## src/rtl/dpram_lsu_pkg.sv

```systemverilog
// Shared types and helpers for the port-B load/store adapter.
// Size encodings are also used by the instruction-side alignment checks.
package dpram_lsu_pkg;

    typedef enum logic [1:0] {
        SZ_B   = 2'b00,
        SZ_H   = 2'b01,
        SZ_W   = 2'b10,
        SZ_ILL = 2'b11
    } size_e;

    typedef enum logic {
        ST_IDLE = 1'b0,
        ST_RESP = 1'b1
    } state_e;

    // Number of bits needed to represent value.
    function automatic int clogb2(input int value);
        int v;
        int r;
        v = value;
        r = 0;
        for (int i = 0; i < 32; i++) begin
            if (v > 0) begin
                r++;
                v = v >> 1;
            end
        end
        return r;
    endfunction

endpackage

```

## src/rtl/dpram_lsu_if.sv

```systemverilog
// Request, response and RAM port-B signals of the load/store adapter.
// The master side drives requests, accepts responses and models the RAM.
interface dpram_lsu_if #(parameter int AW = 11);
    logic          req_valid;
    logic          req_ready;
    logic          req_we;
    logic [31:0]   req_addr;
    logic [1:0]    req_size;
    logic          req_unsigned;
    logic [31:0]   req_wdata;

    logic          rsp_valid;
    logic          rsp_ready;
    logic [31:0]   rsp_rdata;
    logic          rsp_err;

    logic [AW-1:0] ram_addr;
    logic          ram_en;
    logic          ram_we;
    logic [3:0]    ram_wem;
    logic [31:0]   ram_din;
    logic [31:0]   ram_dout;

    modport slave (
        input  req_valid, req_we, req_addr, req_size, req_unsigned, req_wdata,
        output req_ready,
        output rsp_valid, rsp_rdata, rsp_err,
        input  rsp_ready,
        output ram_addr, ram_en, ram_we, ram_wem, ram_din,
        input  ram_dout
    );

    modport master (
        output req_valid, req_we, req_addr, req_size, req_unsigned, req_wdata,
        input  req_ready,
        input  rsp_valid, rsp_rdata, rsp_err,
        output rsp_ready,
        input  ram_addr, ram_en, ram_we, ram_wem, ram_din,
        output ram_dout
    );
endinterface

```

## src/rtl/dpram_lsu_ld_align.sv

```systemverilog
// Combinational lane select and sign/zero extension of a 32-bit RAM word.
module dpram_lsu_ld_align
    import dpram_lsu_pkg::*;
(
    input  logic [31:0] dout_i,
    input  logic [1:0]  offset_i,
    input  size_e       size_i,
    input  logic        unsigned_i,
    output logic [31:0] data_o
);
    logic [7:0]  byte_lane;
    logic [15:0] half_lane;

    assign byte_lane = dout_i[{offset_i, 3'b000} +: 8];
    assign half_lane = offset_i[1] ? dout_i[31:16] : dout_i[15:0];

    always_comb begin
        data_o = dout_i;
        unique case (size_i)
            SZ_B:    data_o = {{24{byte_lane[7] & ~unsigned_i}}, byte_lane};
            SZ_H:    data_o = {{16{half_lane[15] & ~unsigned_i}}, half_lane};
            default: data_o = dout_i;
        endcase
    end
endmodule

```

## src/rtl/dpram_lsu.sv

```systemverilog
// Load/store adapter in front of data RAM port B: checks, drives the RAM
// combinationally and returns the aligned load data one cycle later.
//
// state   | meaning
// ST_IDLE | no response outstanding
// ST_RESP | response valid, waiting for rsp_ready
module dpram_lsu
    import dpram_lsu_pkg::*;
#(
    parameter int RAM_DEPTH = 2048
) (
    input  logic          clk,
    input  logic          rst_n,
    dpram_lsu_if.slave    bus
);
    localparam int AW = clogb2(RAM_DEPTH - 1);

    state_e      state_q, state_d;
    logic        err_q, is_load_q, uns_q;
    size_e       size_q;
    logic [1:0]  off_q;

    size_e       req_size;
    logic        fire, err, size_err, range_err;
    logic [3:0]  strobe_base;
    logic [31:0] din;
    logic [31:0] ld_data;

    assign req_size = size_e'(bus.req_size);

    always_comb begin
        size_err = 1'b1;
        unique case (req_size)
            SZ_B:    size_err = 1'b0;
            SZ_H:    size_err = bus.req_addr[0];
            SZ_W:    size_err = |bus.req_addr[1:0];
            default: size_err = 1'b1;
        endcase
    end

    // RAM_DEPTH is a power of two, so any set bit above the word index is out of range.
    assign range_err = |bus.req_addr[31:AW+2];
    assign err       = size_err | range_err;

    always_comb begin
        strobe_base = 4'b1111;
        din         = bus.req_wdata;
        unique case (req_size)
            SZ_B: begin
                strobe_base = 4'b0001;
                din         = {4{bus.req_wdata[7:0]}};
            end
            SZ_H: begin
                strobe_base = 4'b0011;
                din         = {2{bus.req_wdata[15:0]}};
            end
            default: begin
                strobe_base = 4'b1111;
                din         = bus.req_wdata;
            end
        endcase
    end

    assign bus.req_ready = (state_q == ST_IDLE) | bus.rsp_ready;
    assign fire          = bus.req_valid & bus.req_ready;

    assign bus.ram_en   = fire & ~err;
    assign bus.ram_addr = bus.req_addr[AW+1:2];
    assign bus.ram_we   = bus.ram_en & bus.req_we;
    assign bus.ram_wem  = bus.ram_we ? (strobe_base << bus.req_addr[1:0]) : 4'b0000;
    assign bus.ram_din  = din;

    always_comb begin
        state_d = state_q;
        unique case (state_q)
            ST_IDLE: if (fire) state_d = ST_RESP;
            ST_RESP: begin
                if (fire)                state_d = ST_RESP;
                else if (bus.rsp_ready)  state_d = ST_IDLE;
            end
            default: state_d = ST_IDLE;
        endcase
    end

    always_ff @(posedge clk or negedge rst_n) begin
        if (!rst_n) begin
            state_q   <= ST_IDLE;
            err_q     <= 1'b0;
            is_load_q <= 1'b0;
            uns_q     <= 1'b0;
            size_q    <= SZ_B;
            off_q     <= 2'b00;
        end else begin
            state_q <= state_d;
            if (fire) begin
                err_q     <= err;
                is_load_q <= ~bus.req_we;
                uns_q     <= bus.req_unsigned;
                size_q    <= req_size;
                off_q     <= bus.req_addr[1:0];
            end
        end
    end

    // The RAM holds ram_dout while ram_en is low, so no data copy is kept here.
    dpram_lsu_ld_align u_ld_align (
        .dout_i     (bus.ram_dout),
        .offset_i   (off_q),
        .size_i     (size_q),
        .unsigned_i (uns_q),
        .data_o     (ld_data)
    );

    assign bus.rsp_valid = (state_q == ST_RESP);
    assign bus.rsp_err   = bus.rsp_valid & err_q;
    assign bus.rsp_rdata = (bus.rsp_valid & is_load_q & ~err_q) ? ld_data : 32'h0;
endmodule

```

## src/flat_wrapper.sv

```systemverilog
// flat-port wrapper written by rule: the top's interface ports become plain ports
module dpram_lsu_flat import dpram_lsu_pkg::*;
#(
    parameter int RAM_DEPTH = 2048
)
  (clk, rst_n, bus_req_valid, bus_req_we, bus_req_addr, bus_req_size, bus_req_unsigned, bus_req_wdata, bus_req_ready, bus_rsp_valid, bus_rsp_rdata, bus_rsp_err, bus_rsp_ready, bus_ram_addr, bus_ram_en, bus_ram_we, bus_ram_wem, bus_ram_din, bus_ram_dout);
  dpram_lsu_if #(.AW((11))) bus_i ();
  input  logic clk;
  input  logic rst_n;
  input wire logic [$bits(bus_i.req_valid)-1:0] bus_req_valid;
  input wire logic [$bits(bus_i.req_we)-1:0] bus_req_we;
  input wire logic [$bits(bus_i.req_addr)-1:0] bus_req_addr;
  input wire logic [$bits(bus_i.req_size)-1:0] bus_req_size;
  input wire logic [$bits(bus_i.req_unsigned)-1:0] bus_req_unsigned;
  input wire logic [$bits(bus_i.req_wdata)-1:0] bus_req_wdata;
  output wire logic [$bits(bus_i.req_ready)-1:0] bus_req_ready;
  output wire logic [$bits(bus_i.rsp_valid)-1:0] bus_rsp_valid;
  output wire logic [$bits(bus_i.rsp_rdata)-1:0] bus_rsp_rdata;
  output wire logic [$bits(bus_i.rsp_err)-1:0] bus_rsp_err;
  input wire logic [$bits(bus_i.rsp_ready)-1:0] bus_rsp_ready;
  output wire logic [$bits(bus_i.ram_addr)-1:0] bus_ram_addr;
  output wire logic [$bits(bus_i.ram_en)-1:0] bus_ram_en;
  output wire logic [$bits(bus_i.ram_we)-1:0] bus_ram_we;
  output wire logic [$bits(bus_i.ram_wem)-1:0] bus_ram_wem;
  output wire logic [$bits(bus_i.ram_din)-1:0] bus_ram_din;
  input wire logic [$bits(bus_i.ram_dout)-1:0] bus_ram_dout;
  assign bus_i.req_valid = bus_req_valid;
  assign bus_i.req_we = bus_req_we;
  assign bus_i.req_addr = bus_req_addr;
  assign bus_i.req_size = bus_req_size;
  assign bus_i.req_unsigned = bus_req_unsigned;
  assign bus_i.req_wdata = bus_req_wdata;
  assign bus_req_ready = bus_i.req_ready;
  assign bus_rsp_valid = bus_i.rsp_valid;
  assign bus_rsp_rdata = bus_i.rsp_rdata;
  assign bus_rsp_err = bus_i.rsp_err;
  assign bus_i.rsp_ready = bus_rsp_ready;
  assign bus_ram_addr = bus_i.ram_addr;
  assign bus_ram_en = bus_i.ram_en;
  assign bus_ram_we = bus_i.ram_we;
  assign bus_ram_wem = bus_i.ram_wem;
  assign bus_ram_din = bus_i.ram_din;
  assign bus_i.ram_dout = bus_ram_dout;
  dpram_lsu #(.RAM_DEPTH(RAM_DEPTH)) u_core (.clk(clk), .rst_n(rst_n), .bus(bus_i));
endmodule
```

## config.mk

```make
export PLATFORM = sky130hd
export DESIGN_NAME = dpram_lsu_flat
export DESIGN_NICKNAME = d
export VERILOG_FILES = /design/src/rtl/dpram_lsu_pkg.sv /design/src/rtl/dpram_lsu_if.sv /design/src/rtl/dpram_lsu_ld_align.sv /design/src/rtl/dpram_lsu.sv /design/src/flat_wrapper.sv
export SDC_FILE = /design/constraint.sdc
export NUM_CORES = 1
export LEC_CHECK = 0
export ABC_CLOCK_PERIOD_IN_PS = 4700
export CORE_MARGIN = 1.5
export CORE_UTILIZATION = 30
export DETAILED_ROUTE_END_ITERATION = 16
export PLACE_DENSITY = 0.95
export RECOVER_POWER = 25
export SLEW_MARGIN = 20
export SYNTH_ARGS = -nofsm -noshare
export SYNTH_HDL_FRONTEND = slang
export SYNTH_SLANG_ARGS = --single-unit
```

## constraint.sdc

```tcl
create_clock -name clk -period 4.7 [get_ports clk]
set_input_delay 0.47 -clock clk [delete_from_list [all_inputs] [get_ports clk]]
set_output_delay 0.47 -clock clk [all_outputs]
set_load 0.05 [all_outputs]
```

clocks.png
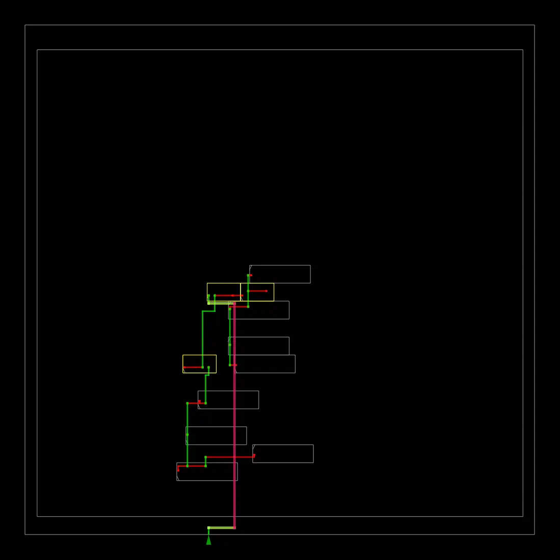
clk_lat worst skew: 0.22 ns
clock buffer count from CTS: 3
CTS sink count: 8
clock-net power: 0.0786 mW
Flops: 8

placement_by_type.png
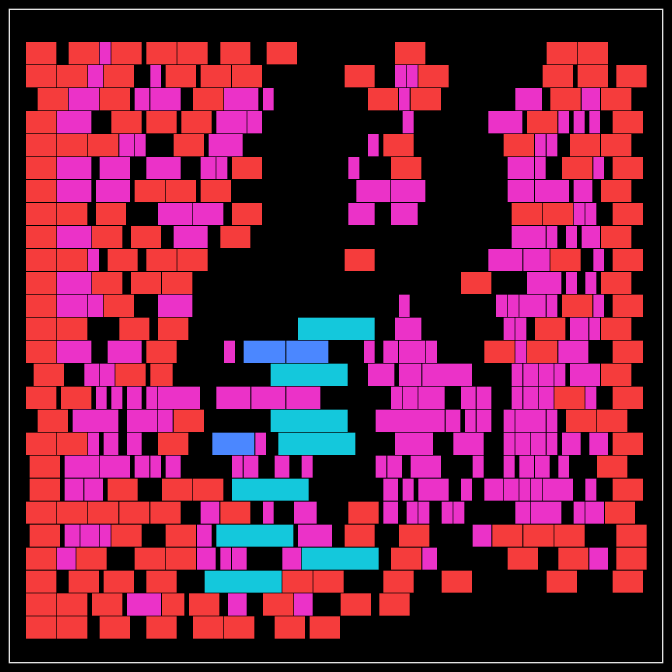
class	colour	cells	share of their area
remaining buffers and delay cells	red	167	53%
sequential cells	cyan	8	6.4%
combinational and other logic	magenta	192	39%
clock drivers	blue	3	1.3%

logic_types.png
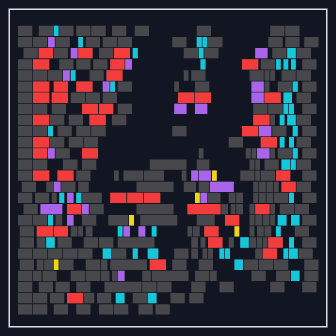
family	colour	cells
mux cells	red	44
inv cells	yellow	5
aoi and oai cells	purple	25
nand cells	cyan	49

clk_routes.png
Bar = 20 µm.
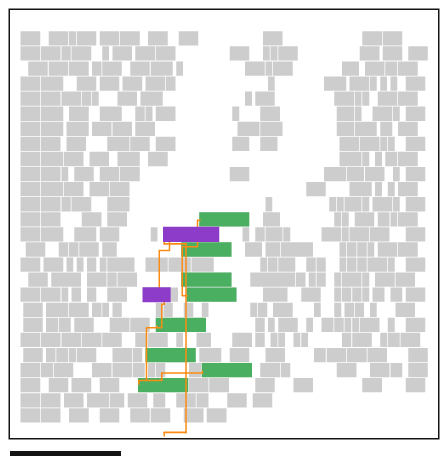
[clock drivers] purple | count: 3
[clock wires] orange | length: 116 µm
[flip-flops] green | count: 8
routed clock nets	4

io_fan.png
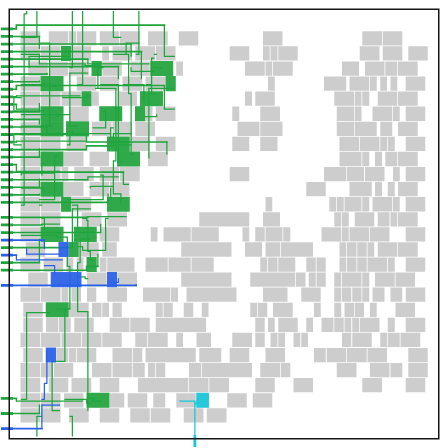
port	colour	bits	direction	edge	end cells	wire
bus_ram_din	green	32	output	left	24	1,020 µm
bus_ram_wem	blue	4	output	left	4	75.2 µm
bus_rsp_ready	cyan	1	input	bottom	1	10.5 µm

==> flow_metrics.env <==
# flow metrics
export IMPL_outcome="finished, final reports clean"
export IMPL_clock_area_frac=0.0127
export IMPL_pre_cts_slack_ns=1.09
export IMPL_fin_area_um2=3240
export IMPL_fa_ha_area_frac=0
export IMPL_top_layer_used="met4"
export IMPL_dr_wl_met3_um=800
export IMPL_numSynthFlops=8
export IMPL_ys_top_cells_by_area="mux2_2, dfrtp_1, mux2i_1"
export IMPL_finalHoldViolCount=0
export IMPL_portBuffers=165
export IMPL_crit_fanout=24
export IMPL_async_flop_share=1.00
export IMPL_flop_area_um2=200
export IMPL_clockPowerShare=0.152
export IMPL_grt_busiest_layer="met2"
export IMPL_route_detailed_drc=0
export IMPL_common_cells="nand2_1, nor2_1, mux2_2"
export IMPL_yosys_warnings=0
export IMPL_cp_depth=5
export IMPL_r2r_start="u_core.bus.rsp_valid"
export IMPL_dieWidth_um=77.2
export IMPL_clock_fmax_ghz=0.260
export IMPL_ioPinCount=188
export IMPL_internal_power_mw=0.299
export IMPL_switchingPower_mw=0.219
export IMPL_final_nonclk_buf_share=0.514
export IMPL_mostFrequentLayoutCells="clkdlybuf4s50_1, nor2_1, nand2_1"
export IMPL_fin_crit_ns=3.85
export IMPL_netlist_cell_type_count=32
export IMPL_vias_per_cell=5.11
export IMPL_cts_hold_buffers=0
export IMPL_reg2reg_depth=3
export IMPL_fp_utilization=0.317
export IMPL_num_nonclk_inverters=5
export IMPL_setup_tns_ns=0
export IMPL_cts_resized=0
export IMPL_setup_ws_ns=0.852
export IMPL_grt_max_degree=29
export IMPL_fp_dieH_um=77.2
export IMPL_grt_pass1_wl_mm=10.5
export IMPL_finClkSkew_ns=0.00454
export IMPL_lay_top_count="clkdlybuf4s50_1"
export IMPL_hold_path_depth=2
export IMPL_synth_area_um2=1650
export IMPL_rsz0062_at_grt="no"
export IMPL_p_per_area_nw_per_um2=160
export IMPL_final_util=0.622
export IMPL_comb_share=0.378
export IMPL_instances_no_fill=440
export IMPL_seq_share=0.0618
export IMPL_hp_class="flop to flop"
export IMPL_vias=2248
export IMPL_sw_frac_of_total=0.423
export IMPL_startpoint="u_core.size_q[1]"
export IMPL_drv_slew=0
export IMPL_placedCellCount=437
export IMPL_final_nets=476
export IMPL_sequentialPower_mw=0.101
export IMPL_top_area_frac=0.184
export IMPL_overflow=0
Power and IR drop assume default switching activity.
